File: src/rtl/compare_sweep_driver.sv
// Sweeps 0..2^WIDTH-1 into a constant comparator and checks eq_in against value == TARGET.
// Latency: SETTLE_CYCLES+1 cycles per value; there is no backpressure, and start is ignored while busy.
module compare_sweep_driver #(
    parameter int WIDTH         = 4,
    parameter int TARGET        = 3,
    parameter int SETTLE_CYCLES = 1
) (
    input  logic             clk,
    input  logic             rst,
    input  logic             start,
    input  logic             eq_in,
    output logic [WIDTH-1:0] num_out,
    output logic             busy,
    output logic             done,
    output logic             pass,
    output logic [WIDTH:0]   err_count,
    output logic [WIDTH-1:0] fail_num,
    output logic             fail_valid
);

    typedef enum logic [1:0] {IDLE, SETTLE, CHECK, DONE} state_t;

    localparam int               CW       = (SETTLE_CYCLES > 1) ? $clog2(SETTLE_CYCLES) : 1;
    localparam logic [CW-1:0]    CNT_LAST = CW'(SETTLE_CYCLES - 1);
    localparam logic [WIDTH-1:0] TGT      = WIDTH'(TARGET);
    localparam logic [WIDTH-1:0] NUM_LAST = {WIDTH{1'b1}};

    state_t           state_q, state_d;
    logic [WIDTH-1:0] num_q, num_d;
    logic [CW-1:0]    cnt_q, cnt_d;
    logic [WIDTH:0]   err_q, err_d;
    logic [WIDTH-1:0] fail_num_q, fail_num_d;
    logic             fail_vld_q, fail_vld_d;
    logic             busy_q, busy_d;
    logic             done_q, done_d;
    logic             pass_q, pass_d;
    logic             mismatch;

    always_comb begin
        state_d    = state_q;
        num_d      = num_q;
        cnt_d      = cnt_q;
        err_d      = err_q;
        fail_num_d = fail_num_q;
        fail_vld_d = fail_vld_q;
        mismatch   = (eq_in != (num_q == TGT));

        case (state_q)
            IDLE, DONE: begin
                if (start) begin
                    num_d      = '0;
                    cnt_d      = '0;
                    err_d      = '0;
                    fail_num_d = '0;
                    fail_vld_d = 1'b0;
                    state_d    = SETTLE;
                end
            end
            SETTLE: begin
                if (cnt_q == CNT_LAST) begin
                    state_d = CHECK;
                end else begin
                    cnt_d = cnt_q + CW'(1);
                end
            end
            CHECK: begin
                if (mismatch) begin
                    err_d = err_q + (WIDTH+1)'(1);
                    if (!fail_vld_q) begin
                        fail_num_d = num_q;
                        fail_vld_d = 1'b1;
                    end
                end
                // Last value: hold num_out so it reads 2^WIDTH-1 in DONE
                if (num_q == NUM_LAST) begin
                    state_d = DONE;
                end else begin
                    num_d   = num_q + WIDTH'(1);
                    cnt_d   = '0;
                    state_d = SETTLE;
                end
            end
            default: state_d = IDLE;
        endcase

        busy_d = (state_d == SETTLE) || (state_d == CHECK);
        done_d = (state_d == DONE);
        pass_d = done_d && (err_d == '0);
    end

    always_ff @(posedge clk) begin
        if (rst) begin
            state_q    <= IDLE;
            num_q      <= '0;
            cnt_q      <= '0;
            err_q      <= '0;
            fail_num_q <= '0;
            fail_vld_q <= 1'b0;
            busy_q     <= 1'b0;
            done_q     <= 1'b0;
            pass_q     <= 1'b0;
        end else begin
            state_q    <= state_d;
            num_q      <= num_d;
            cnt_q      <= cnt_d;
            err_q      <= err_d;
            fail_num_q <= fail_num_d;
            fail_vld_q <= fail_vld_d;
            busy_q     <= busy_d;
            done_q     <= done_d;
            pass_q     <= pass_d;
        end
    end

    assign num_out    = num_q;
    assign busy       = busy_q;
    assign done       = done_q;
    assign pass       = pass_q;
    assign err_count  = err_q;
    assign fail_num   = fail_num_q;
    assign fail_valid = fail_vld_q;

endmodule

File: config.mk
export PLATFORM = sky130hd
export DESIGN_NAME = compare_sweep_driver
export DESIGN_NICKNAME = d
export VERILOG_FILES = /design/src/rtl/compare_sweep_driver.sv
export SDC_FILE = /design/constraint.sdc
export NUM_CORES = 1
export LEC_CHECK = 0
export CORE_MARGIN = 3
export CORE_UTILIZATION = 45
export DETAILED_ROUTE_END_ITERATION = 7
export PLACE_DENSITY = 0.7
export SYNTH_ARGS = -nofsm -noshare
export SYNTH_HDL_FRONTEND = slang
export SYNTH_SLANG_ARGS = --single-unit
File: constraint.sdc
create_clock -name clk -period 6.2 [get_ports clk]
set_input_delay 1.86 -clock clk [delete_from_list [all_inputs] [get_ports clk]]
set_output_delay 1.86 -clock clk [all_outputs]
set_load 0.05 [all_outputs]
==> impl_metrics.csv, run 1 <==
group,metric,value,unit
critical_path,slowest_delay,500,ps
critical_path,worstReg2RegStart,"state_q[0]",
status,outcome,"finished clean",
synth,synth_area,1030,um^2
layout,nNetsFinal,147,
grt,grt_pass1_vias,822,
sta,fin_ws,2430,ps
layout,drive_gt1_share,5.84,%
synth,ys_seq_share,36.8,%
synth,logic_family,"simple AND/OR/NAND/NOR gates",
synth,synth-edff-count,0,
hold_path,hold_path.class,"reg -> reg",
route,wl_per_cell,12.7,um
sta,fmaxAchievable,266,MHz
clocking,cts_resized,0,
synth,yosysWarnings,0,
synth,flop_cell,"dfxtp_1",
synth,syn_avg_cell_area,8.77,um^2
sta,rsz0062_at_grt,"false",
critical_path,crit_type,"in -> reg",
power_and_ir_drop,leakage,0.458,nW
placement,dpl.hpwl,1540,um
grt,grt.met1_usage,21.9,%
die,dieArea,2910,um^2
synth,synthCells,118,
placement,pre_cts_slack,2130,ps
layout,diodes,0,
sta,period_used_share,60.7,%
critical_path,cp.arrival,3980,ps
power_and_ir_drop,internal-power,192,uW
==> run 1: routing by layer <==
| layer | vias to the layer above | wire length (um) | part of all wire (%) |
|---|---|---|---|
| met5 | - | 0 | 0 |
| met4 | 0 | 0 | 0 |
| met3 | 0 | 129 | 6.2 |
| met2 | 24 | 952 | 46 |
| met1 | 420 | 1000 | 48 |
| li1 | 471 | - | - |
==> run 1: cells in the final DEF, fill, tap and decap left out, types with 2 or more instances in the layout <==
master	synthesis	final
clkbuf_4	0	3
nand3b_1	2	2
clkdlybuf4s50_1	0	20
nor2b_1	8	8
a21oi_1	11	11
and3_1	3	3
inv_1	3	3
mux2i_1	3	3
nand3_1	4	4
dfxtp_1	19	19
nand4_1	4	4
nand2_1	8	8
ha_1	5	5
o21ai_0	7	7
nand2b_1	3	3
nor2_1	7	7
a221oi_1	2	2
==> run 1: through the flow <==
step                cells  hold WS (ps)
floorplan             118           580
global placement      160           463
detailed placement    160           476
CTS                   164           492
global route          164           516
finish                164           489
==> run 1: path summary, 6_finish.rpt <==
| kind | to | depth (start not counted) |
|---|---|---|
| setup / recovery | pass | 6 |
| hold / removal | fail_num[3] | 2 |
| setup reg to reg | pass | 8 |
| hold reg to reg | fail_num[3] | 2 |
==> run 1: synthesized netlist by cell type, types with 2 or more instances <==
master	count	area, um^2
o21ai_0	7	35.0
nand4_1	4	25.0
nor2_1	7	26.3
nand2_1	8	30.0
and3_1	3	18.8
a221oi_1	2	17.5
dfxtp_1	19	380
nand3b_1	2	15.0
mux2i_1	3	30.0
inv_1	3	11.3
nor2b_1	8	50.1
nand3_1	4	20.0
clkbuf_1	3	11.3
a21oi_1	11	55.1
ha_1	5	62.6
nand2b_1	3	18.8
==> run 1: worst max-delay path: cells and delay by family <==
| kind | cells | cell delay [ps] |
|---|---|---|
| AND/OR/NAND/NOR | 4 | 1190 |
| AND-OR/OR-AND | 1 | 430 |
| buffers and inverters | 1 | 500 |
==> run 1: registers in the layout (all words and copies together) (netlist names) <==
| signal | count |
|---|---|
| err_count | 5 |
| busy | 1 |
| state_q | 2 |
| done | 1 |
| num_out | 4 |
| pass | 1 |
| fail_num | 4 |
| fail_valid | 1 |
==> run 1: area by class of cell <==
type,instances,area [um^2]
clock buffers,4,26.3
fillers,187,790
inverters,3,11.3
multi-input cells,91,621
flip-flops and latches,19,380
well taps,27,33.8
repair buffers,20,200
==> run 1: power groups by stage <==
stage / Combinational [mW] / Clock, mW / Sequential, mW
3_3_place_gp: 0.0987 / 0 / 0.140
4_1_cts: 0.100 / 0.0653 / 0.137
2_1_floorplan: 0.0526 / 0 / 0.161
6_report: 0.0998 / 0.0610 / 0.137
5_1_grt: 0.111 / 0.0698 / 0.139
3_5_place_dp: 0.0999 / 0 / 0.140
==> run 1: logic make-up (layout without fill, tap and decap cells) <==
group | after synthesis | count (layout)
AND-OR/OR-AND | 29 | 29
flip-flops | 19 | 19
buffers and inverters | 8 | 27
AND/OR/NAND/NOR | 51 | 51
adder cells (fa/ha/maj) | 5 | 5
XOR/XNOR | 3 | 3
multiplexers | 3 | 3
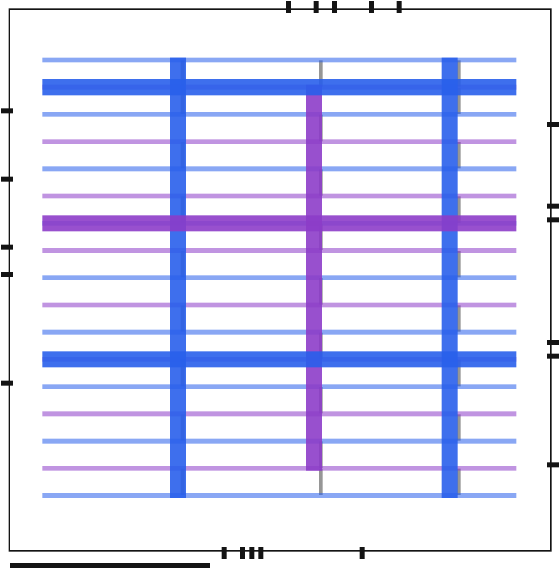
Figure 1: run 1, PDN straps and rails.
Scale bar: 20 um. Pins as bars on the die edge. Tap cells in gray.
- VDD: purple
- VSS: blue
- met1 rails: 17
- met4 straps: 3

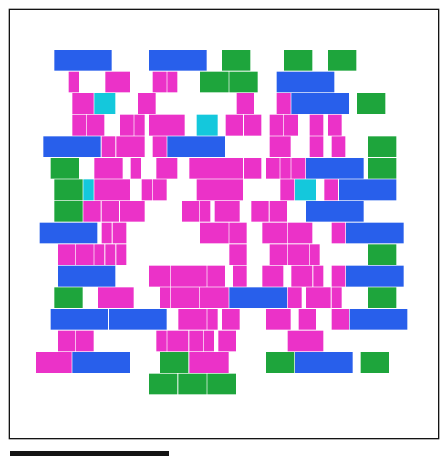
Figure 2: run 1, cells colored by class.
Scale bar: 20 um.
- registers: blue (cells 19; share of their area 31%)
- remaining buffers and delay cells: green (cells 20; share of their area 16%)
- clock drivers and dummy loads: cyan (cells 4; share of their area 2.1%)
- remaining logic cells: magenta (cells 94; share of their area 51%)
Core Rows: 16
flop share of the area: 29.9%
post-route cell area: 1270 um^2
Core Area: 2060 um^2
post-layout util: 61.7%

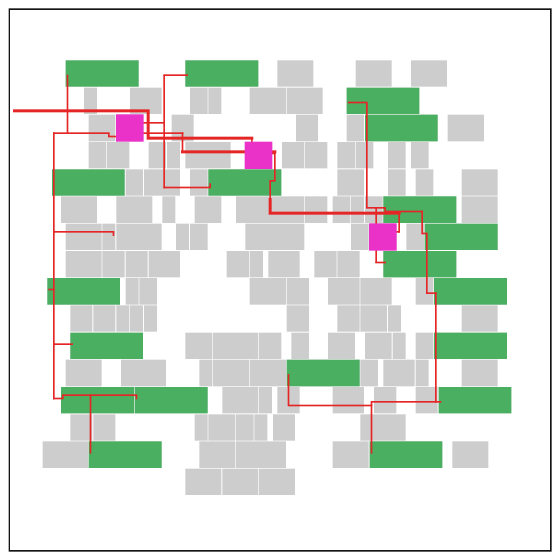
Figure 3: run 1, routed clock nets over the placement.
- clock-net drivers: magenta (count 3)
- flip-flops: green (count 19)
- clock wires: red (length 224 um)
- routed clock nets: 4
part of the power in the clock network: 20.5%
clk latency late pin: 300 ps
clk pwr: 61.0 uW

Figure 4. Metal layers overlaid (run 1).
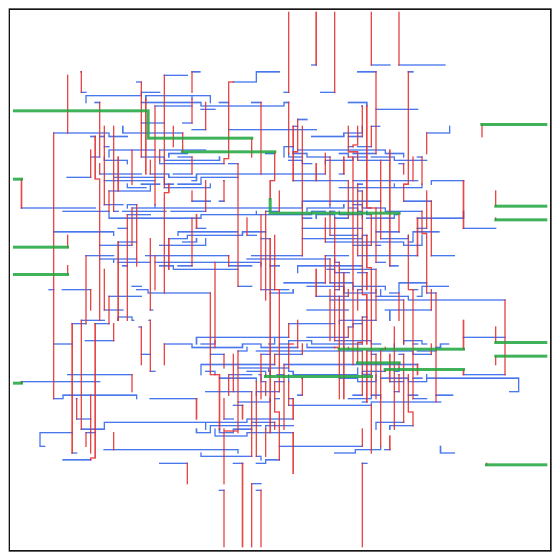

==> run 2: changes to the inputs <==
==> constraint.sdc (replaced) <==
create_clock -name clk -period 3.9 [get_ports clk]
set_input_delay 1.17 -clock clk [delete_from_list [all_inputs] [get_ports clk]]
set_output_delay 1.17 -clock clk [all_outputs]
set_load 0.05 [all_outputs]
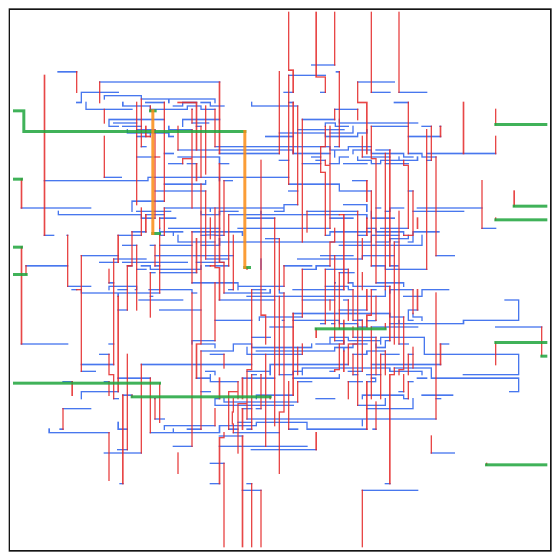
Figure 5: run 2, metal layers overlaid.
- M3: green (wire length 88.5 um)
- M1: blue (wire length 1060 um)
- M4: orange (wire length 25.8 um)
- M2: red (wire length 996 um)

==> run 2 against run 1 <==
  * Combinational power rose by 59%
  * Highest routed layer is now met4
  * First-iteration DRC count up 57%
  * Critical path type unchanged
  * Critical endpoint unchanged
  * Routed wire length increased by 4.0%
==> impl_metrics.csv, run 2 <==
group,metric,value,unit
layout,nNetsFinal,148,
synth,flop_cell,"dfxtp_1",
synth,synth_area,1030,um^2
synth,yosysWarnings,0,
grt,grt_pass1_vias,822,
layout,seq_area,380,um^2
layout,drive_gt1_share,6.52,%
sta,rsz0062_at_grt,"false",
sta,fmaxAchievable,327,MHz
layout,layout_top_cells,"20 x clkdlybuf4s50_1, 19 x dfxtp_1, 11 x a21oi_1, 8 x nand2_1, 8 x nor2b_1",
power_and_ir_drop,clkPwrFrac,20.8,%
placement,pre_cts_slack,529,ps
die,core,2060,um^2
status,outcome,"finished clean",
synth,common_cells,"19 x dfxtp_1, 11 x a21oi_1, 8 x nand2_1, 8 x nor2b_1",
layout,diodes,0,
sta,period_used_share,78.3,%
layout,final_cells,165,
synth,yosysMostFrequentCell,"dfxtp_1",
synth,syn_avg_cell_area,8.77,um^2
hold_path,hold_path.class,"reg -> reg",
synth,yosys.area.top_type,"dfxtp_1",
die,rows,16,
layout,fillers,187,
layout,final_layout_top_logic_cell,"clkdlybuf4s50_1",
power_and_ir_drop,internal-power,306,uW
critical_path,cp.arrival,3270,ps
synth,ys_seq_share,36.8,%
synth,synth-edff-count,0,
placement,dp_cells,161,
synth,synth_top_area_share,36.8,%
clocking,worst_skew_pair.late_latency,290,ps
layout,largest_reg_flops,5,
critical_path,crit_type,"in -> reg",
synth,logic_family,"simple AND/OR/NAND/NOR gates",
power_and_ir_drop,leakage,0.463,nW
sta,fin_ws,846,ps
route,wl_per_cell,13.1,um
synth,synthCells,118,
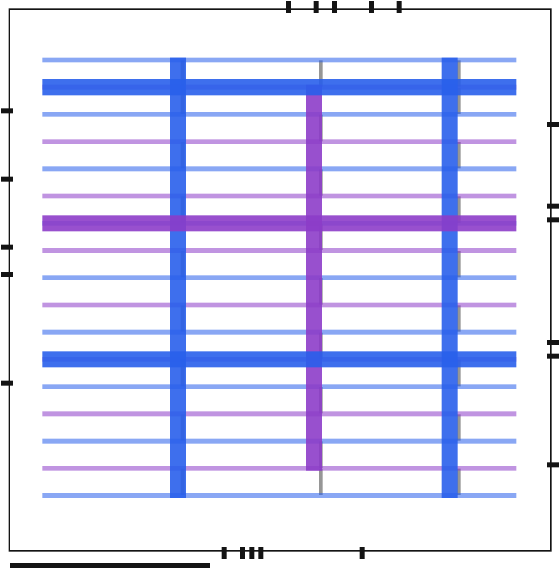
Figure 6: run 2, PDN straps and rails.
Scale bar: 20 um. Pins as bars on the die edge. Tap cells in gray.
- VSS: blue
- VDD: purple
- met1 rails: 17
- rows: 16
- met5 straps: 3
Die H: 54.0 um
Max VDD drop: 0.265 mV
Die W: 54.0 um

## run 2: cell count changes in the layout (fill, tap and decap cells not counted), sizes merged
| cell | previous run | this run |
|---|---|---|
| buf | 0 | 1 |
## run 2: stage by stage
| stage | utilization, % | instance area, um^2 |
|---|---|---|
| after floorplan | - | 1030 |
| after global placement | 60.8 | 1250 |
| after detailed placement | 60.8 | 1250 |
| after CTS | 62.1 | 1280 |
| after global routing | 62.1 | 1280 |
| final | 62.1 | 1280 |
## run 2: logic make-up after synthesis
| family | after synthesis |
|---|---|
| multiplexers | 3 |
| adder cells (fa/ha/maj) | 5 |
| AND-OR/OR-AND | 29 |
| buffers and inverters | 8 |
| AND/OR/NAND/NOR | 51 |
| flip-flops | 19 |
| XOR/XNOR | 3 |
## run 2: power by group through the flow
stage          Clock, mW  Combinational (mW)  Sequential [mW]
6_report          0.0994               0.159            0.218
5_1_grt            0.112               0.175            0.219
4_1_cts            0.104               0.160            0.218
3_5_place_dp           0               0.159            0.223
3_3_place_gp           0               0.158            0.222
2_1_floorplan          0              0.0837            0.256
## run 2: path summary, 6_finish.rpt
kind | startpoint | to | cells after the start
max | start | pass | 6
min | fail_num[3] | fail_num[3] | 2
max reg2reg | state_q[0] | pass | 8
min reg2reg | fail_num[3] | fail_num[3] | 2
## run 2: routing by layer
layer	part of all wire, %	track usage (%)	up-vias
met5	0	0	-
met4	1.2	7.23	0
met3	4.1	3.05	4
met2	46	27.2	18
met1	49	20.5	424
li1	-	-	467
## run 2: layout make-up
cell class,count,share of cell area [%]
tap,27,2.64
multi-input combinational,91,48.5
sequential,19,29.7
timing repair buffer,21,16.2
inverter,3,0.880
clock buffer,4,2.05
## run 2: critical path: cells and delay by family
kind,cells,cell delay (ps)
compound gates,1,420
buf+inv,1,500
simple gates,4,1180
Figure 7. Routed clock nets over the placement (run 2).
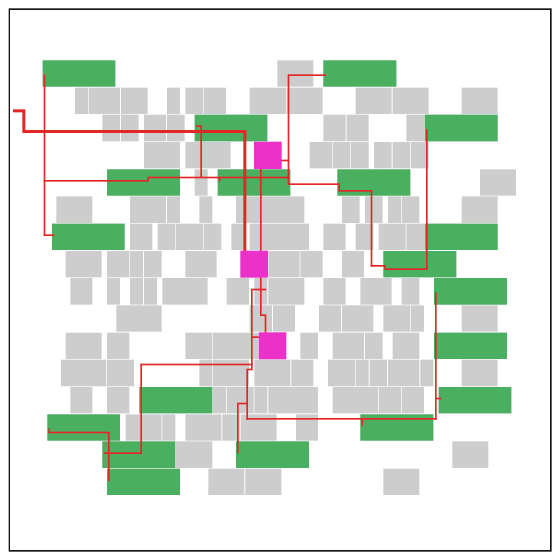

==> run 3: changes to the inputs <==
--- a/config.mk
+++ b/config.mk
@@ -8,7 +8,7 @@
 export CORE_MARGIN = 3
 export CORE_UTILIZATION = 45
 export DETAILED_ROUTE_END_ITERATION = 7
-export PLACE_DENSITY = 0.7
+export PLACE_DENSITY = 0.73
 export SYNTH_ARGS = -nofsm -noshare
 export SYNTH_HDL_FRONTEND = slang
 export SYNTH_SLANG_ARGS = --single-unit
==> constraint.sdc (replaced) <==
create_clock -name clk -period 2.45 [get_ports clk]
set_input_delay 0.735 -clock clk [delete_from_list [all_inputs] [get_ports clk]]
set_output_delay 0.735 -clock clk [all_outputs]
set_load 0.05 [all_outputs]
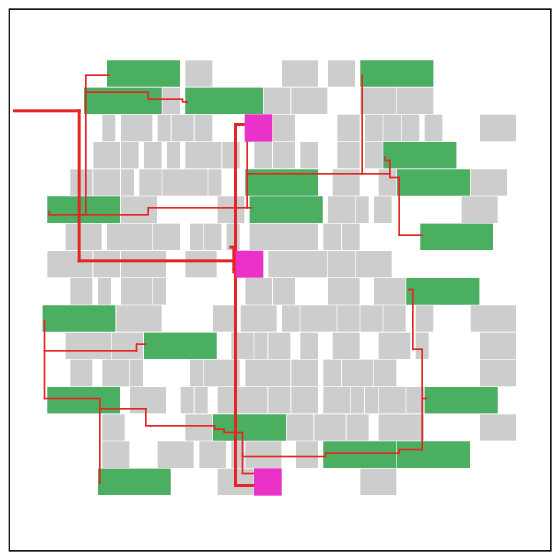
Figure 8: run 3, routed clock nets over the placement.
- flip-flops: green (count 19)
- clock-net drivers: magenta (count 3)
- clock wires: red (length 268 um)
- flops lie: spread over the die

==> run 3 against run 2 <==
  * Sequential share of layout area fell by 1.9 points
  * Critical path type is now reg -> out
  * Clock power rose by 65%
  * Combinational power rose by about 90%
  * Clock skew rose by 0.84 ps
  * Highest routed layer unchanged
  * Cell area rose by 7.6%
  * Non-clock buffer count rose by 11
  * Largest power group unchanged
  * Setup slack got worse by 720 ps
  * Largest cell class unchanged
  * Critical endpoint is now err_count[0]
  * Total power rose by 70%
  * Routed wire length rose by 4.4%
  * Cell count rose by 6.7%
  * Core utilization rose by 4.7 points
==> impl_metrics.csv, run 3 <==
group,metric,value,unit
status,outcome,"finished clean",
hold_path,worstHoldEndpoint,"fail_num[0]",
layout,largest_reg_flops,5,
synth,ys_seq_share,36.8,%
synth,synth_top_area_share,36.8,%
layout,final_layout_top_logic_cell,"dfxtp_1",
synth,yosysWarnings,0,
sta,rsz0062_at_grt,"false",
critical_path,r2r-end,"pass",
die,core,2060,um^2
die,die_width,54.0,um
synth,logic_family,"simple AND/OR/NAND/NOR gates",
critical_path,crit_type,"reg -> out",
grt,grt_pass1_vias,917,
power_and_ir_drop,vdd_ir_drop_max,0.370,mV
layout,drive_gt1_share,18.1,%
layout,layout_top_cells,"17 x dfxtp_1, 16 x clkdlybuf4s50_1, 14 x buf_4, 10 x a21oi_1, 8 x nand2_1",
sta,period_used_share,95.0,%
hold_path,hold_depth,2,
placement,dp_cells,172,
hold_path,hold_path.class,"reg -> reg",
clocking,worst_skew_pair.late_latency,300,ps
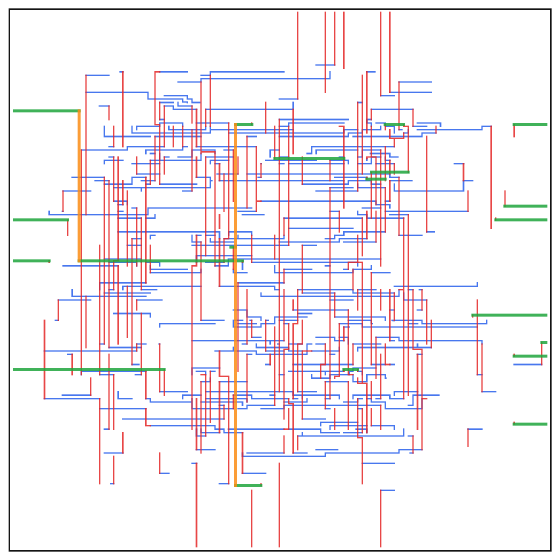
Figure 9: run 3, metal layers overlaid.
- M1: blue (wire length 1090 um)
- M2: red (wire length 1030 um)
- M3: green (wire length 92.9 um)
- M4: orange (wire length 51.0 um)
via count: 970
Total Routed Length: 2260 um
Avg WL per Cell: 12.9 um
GRT Total Usage: 18.5%

## run 3: cells by family after synthesis
logic type | Yosys count
simple gates | 51
compound gates | 29
flops | 19
buf+inv | 8
fa+ha+maj | 5
xor+xnor | 3
mux | 3
## run 3: per-layer routing
| layer | track usage [%] | vias to the layer above | routed length [um] |
|---|---|---|---|
| met5 | 0 | - | 0 |
| met4 | 11.1 | 0 | 51 |
| met3 | 3.05 | 5 | 92 |
| met2 | 28.6 | 24 | 1030 |
| met1 | 23.7 | 444 | 1090 |
| li1 | - | 497 | - |
## run 3: area by class of cell
cell class	count	area, um^2
Clock buffer	4	26.3
Fill cell	175	684
Inverter	3	11.3
Multi-Input combinational cell	91	633
Sequential cell	19	383
Tap cell	27	33.8
Timing Repair Buffer	32	290
## run 3: worst max-delay path by stage
stage | start | endpoint | slack, ps | depth (start not counted)
6_report | err_count[0] | err_count[0] | 120 | 1
5_1_grt | state_q[0] | pass | 30 | 7
4_1_cts | eq_in | pass | 10 | 6
3_5_place_dp | eq_in | pass | -310 | 6
3_3_place_gp | start | pass | -250 | 6
2_1_floorplan | state_q[0] | pass | 70 | 8
## run 3: power by group
part,internal [mW],switching [mW]
Combinational,0.121,0.181
Sequential,0.332,0.0114
Clock,0.0636,0.101
Total,0.517,0.293
Power figures rest on the tool's default switching activity, not on a simulated workload.
